[config.mk]
export PLATFORM = sky130hd
export DESIGN_NAME = bitty_fetch
export DESIGN_NICKNAME = d
export VERILOG_FILES = /design/src/rtl/bitty_fetch.sv
export SDC_FILE = /design/constraint.sdc
export NUM_CORES = 1
export LEC_CHECK = 0
export ABC_AREA = 1
export CAP_MARGIN = 10
export CORE_MARGIN = 2
export CORE_UTILIZATION = 30
export DETAILED_ROUTE_END_ITERATION = 16
export HOLD_SLACK_MARGIN = 0.12
export PLACE_DENSITY_LB_ADDON = 0.2
export SYNTH_ARGS = -nofsm -noshare
export SYNTH_HDL_FRONTEND = slang
export SYNTH_SLANG_ARGS = --single-unit
[constraint.sdc]
create_clock -name clk -period 1.45 [get_ports clk]
set_input_delay 0.3625 -clock clk [delete_from_list [all_inputs] [get_ports clk]]
set_output_delay 0.3625 -clock clk [all_outputs]
set_load 0.01 [all_outputs]
[src/rtl/bitty_fetch.sv]
// Bitty instruction sequencer: fetches from a 1-cycle ROM, resolves branches locally,
// and hands other instructions to the CPU via run/done. Define BITTY_FETCH_RETIRE_CNT_EN for a retired-instruction counter.
module bitty_fetch #(
  parameter int          ADDR_W    = 8,
  parameter int unsigned RESET_PC  = 0,
  parameter logic [15:0] HALT_INST = 16'hFFFF
) (
  input  logic              clk,
  input  logic              reset,
  input  logic              start,
  output logic [ADDR_W-1:0] mem_addr,
  input  logic [15:0]       mem_rdata,
  output logic [15:0]       d_inst,
  output logic              run,
  input  logic              done,
  input  logic [2:0]        alu_flags,
  output logic [ADDR_W-1:0] pc,
  output logic              busy,
  output logic              halted
`ifdef BITTY_FETCH_RETIRE_CNT_EN
  ,
  output logic [15:0]       retired
`endif
);

  localparam logic [ADDR_W-1:0] RST_PC = ADDR_W'(RESET_PC);

  typedef enum logic [2:0] {
    S_IDLE, S_FETCH, S_LOAD, S_DECODE, S_RUN, S_WAIT, S_HALT
  } state_t;

  state_t            state_reg;
  logic [ADDR_W-1:0] pc_inc;
  logic [ADDR_W-1:0] br_target;
  logic              is_branch;
  logic              br_taken;
  logic [ADDR_W-1:0] br_next;
  logic              start_ok;

  assign pc_inc    = pc + ADDR_W'(1);
  assign is_branch = (d_inst[1:0] == 2'b10);
  assign br_next   = br_taken ? br_target : pc_inc;
  assign start_ok  = start && (state_reg == S_IDLE || state_reg == S_HALT);

  // Target field is d_inst[ADDR_W+3:4]; positions past bit 15 are zero.
  genvar gi;
  generate
    for (gi = 0; gi < ADDR_W; gi++) begin : g_tgt
      if (gi + 4 < 16) begin : g_bit
        assign br_target[gi] = d_inst[gi+4];
      end else begin : g_zero
        assign br_target[gi] = 1'b0;
      end
    end
  endgenerate

  // alu_flags = {lt, gt, eq}
  always_comb begin
    br_taken = 1'b0;
    case (d_inst[3:2])
      2'b00:   br_taken = alu_flags[0];
      2'b01:   br_taken = alu_flags[1];
      2'b10:   br_taken = alu_flags[2];
      default: br_taken = 1'b1;
    endcase
  end

  always_ff @(posedge clk) begin
    if (reset) begin
      state_reg <= S_IDLE;
      pc        <= RST_PC;
      mem_addr  <= RST_PC;
      d_inst    <= 16'h0000;
      run       <= 1'b0;
    end else begin
      run <= 1'b0;
      case (state_reg)
        S_IDLE, S_HALT: begin
          if (start) begin
            pc        <= RST_PC;
            mem_addr  <= RST_PC;
            state_reg <= S_FETCH;
          end
        end
        S_FETCH: begin
          mem_addr  <= pc;
          state_reg <= S_LOAD;
        end
        S_LOAD: begin
          d_inst    <= mem_rdata;
          state_reg <= S_DECODE;
        end
        S_DECODE: begin
          if (d_inst == HALT_INST) begin
            state_reg <= S_HALT;
          end else if (is_branch) begin
            pc        <= br_next;
            mem_addr  <= br_next;
            state_reg <= S_FETCH;
          end else begin
            run       <= 1'b1;
            state_reg <= S_RUN;
          end
        end
        S_RUN: state_reg <= S_WAIT;
        S_WAIT: begin
          if (done) begin
            pc        <= pc_inc;
            mem_addr  <= pc_inc;
            state_reg <= S_FETCH;
          end
        end
        default: state_reg <= S_IDLE;
      endcase
    end
  end

  assign busy   = (state_reg != S_IDLE) && (state_reg != S_HALT);
  assign halted = (state_reg == S_HALT);

`ifdef BITTY_FETCH_RETIRE_CNT_EN
  logic retire_evt;
  assign retire_evt = ((state_reg == S_WAIT) && done) ||
                      ((state_reg == S_DECODE) && (d_inst != HALT_INST) && is_branch);

  always_ff @(posedge clk) begin
    if (reset || start_ok) begin
      retired <= 16'h0000;
    end else if (retire_evt) begin
      retired <= retired + 16'h0001;
    end
  end
`else
  logic unused_start_ok;
  assign unused_start_ok = start_ok;
`endif

endmodule

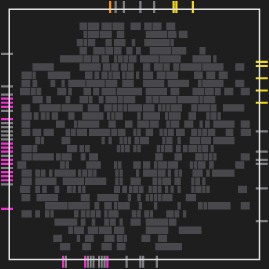
*Pin placement*
Scale: 3 px per µm. Pins as bars across the die edge, other pins in grey.
Magenta shows mem_rdata, pins 16, direction input, edge 13 west, 3 south. Orange shows halted, pins 1, direction output, edge north. Yellow shows mem_addr, pins 8, direction output, edge 5 east, 3 north.
All pins by edge: 25 west, 14 south, 11 east, 8 north.

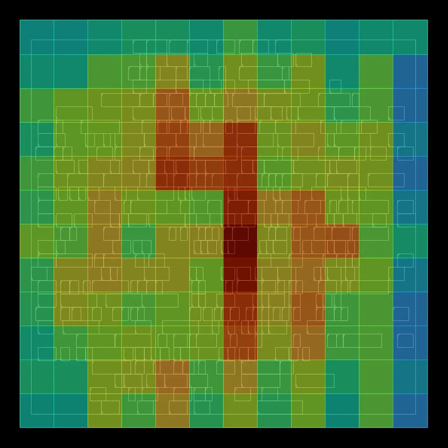
*Routing congestion*
routed len/inst: 13.4 µm
All-Layer GR Usage: 0.163

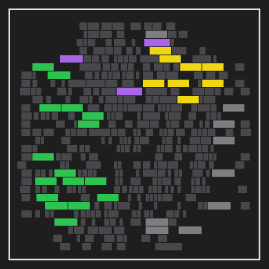
*Sequential cells coloured by netlist name*
Scale: 3 px per µm. Other sequential cells in the stronger grey, the rest of the logic in the fainter grey.
Purple shows state_reg, sequential cells 3. Yellow shows mem_addr, sequential cells 8. Green shows d_inst, sequential cells 16.
sequential cell power: 1.59 mW
Seq area share: 0.229

==> summary.txt <==
run metrics: Setup violations, final 18, post-CTS setup buffers 4, sequential cell area 739 µm², Worst Slack Setup Final -0.133 ns, via count 2,201, fill cell count 601, Die Size 6880 µm², worst setup path startpoint state_reg[2]$_SDFFE_PP0P_, clock power share 0.116, final std cells w/o fill 460, failing checks negative setup slack, WL met3 411 µm, r2r setup slk -0.13 ns, reg2reg end pc[5]$_SDFFE_PP0P_, worst setup path end pc[5]$_SDFFE_PP0P_, clk slew on worst S/H paths 0.08 ns, crit path kind flip-flop to flip-flop, Sw Ratio 0.451, outcome finished with violations, post-route ant nets 0, Final Util 0.543, area fraction in compound gates 0.174, Synth mux share 0, CTS Buf Count 5, GR Overflow Total 0, Power Total 6.16 mW, Largest register FFs 16
Power figures rest on the tool's default switching activity, not on a simulated workload.
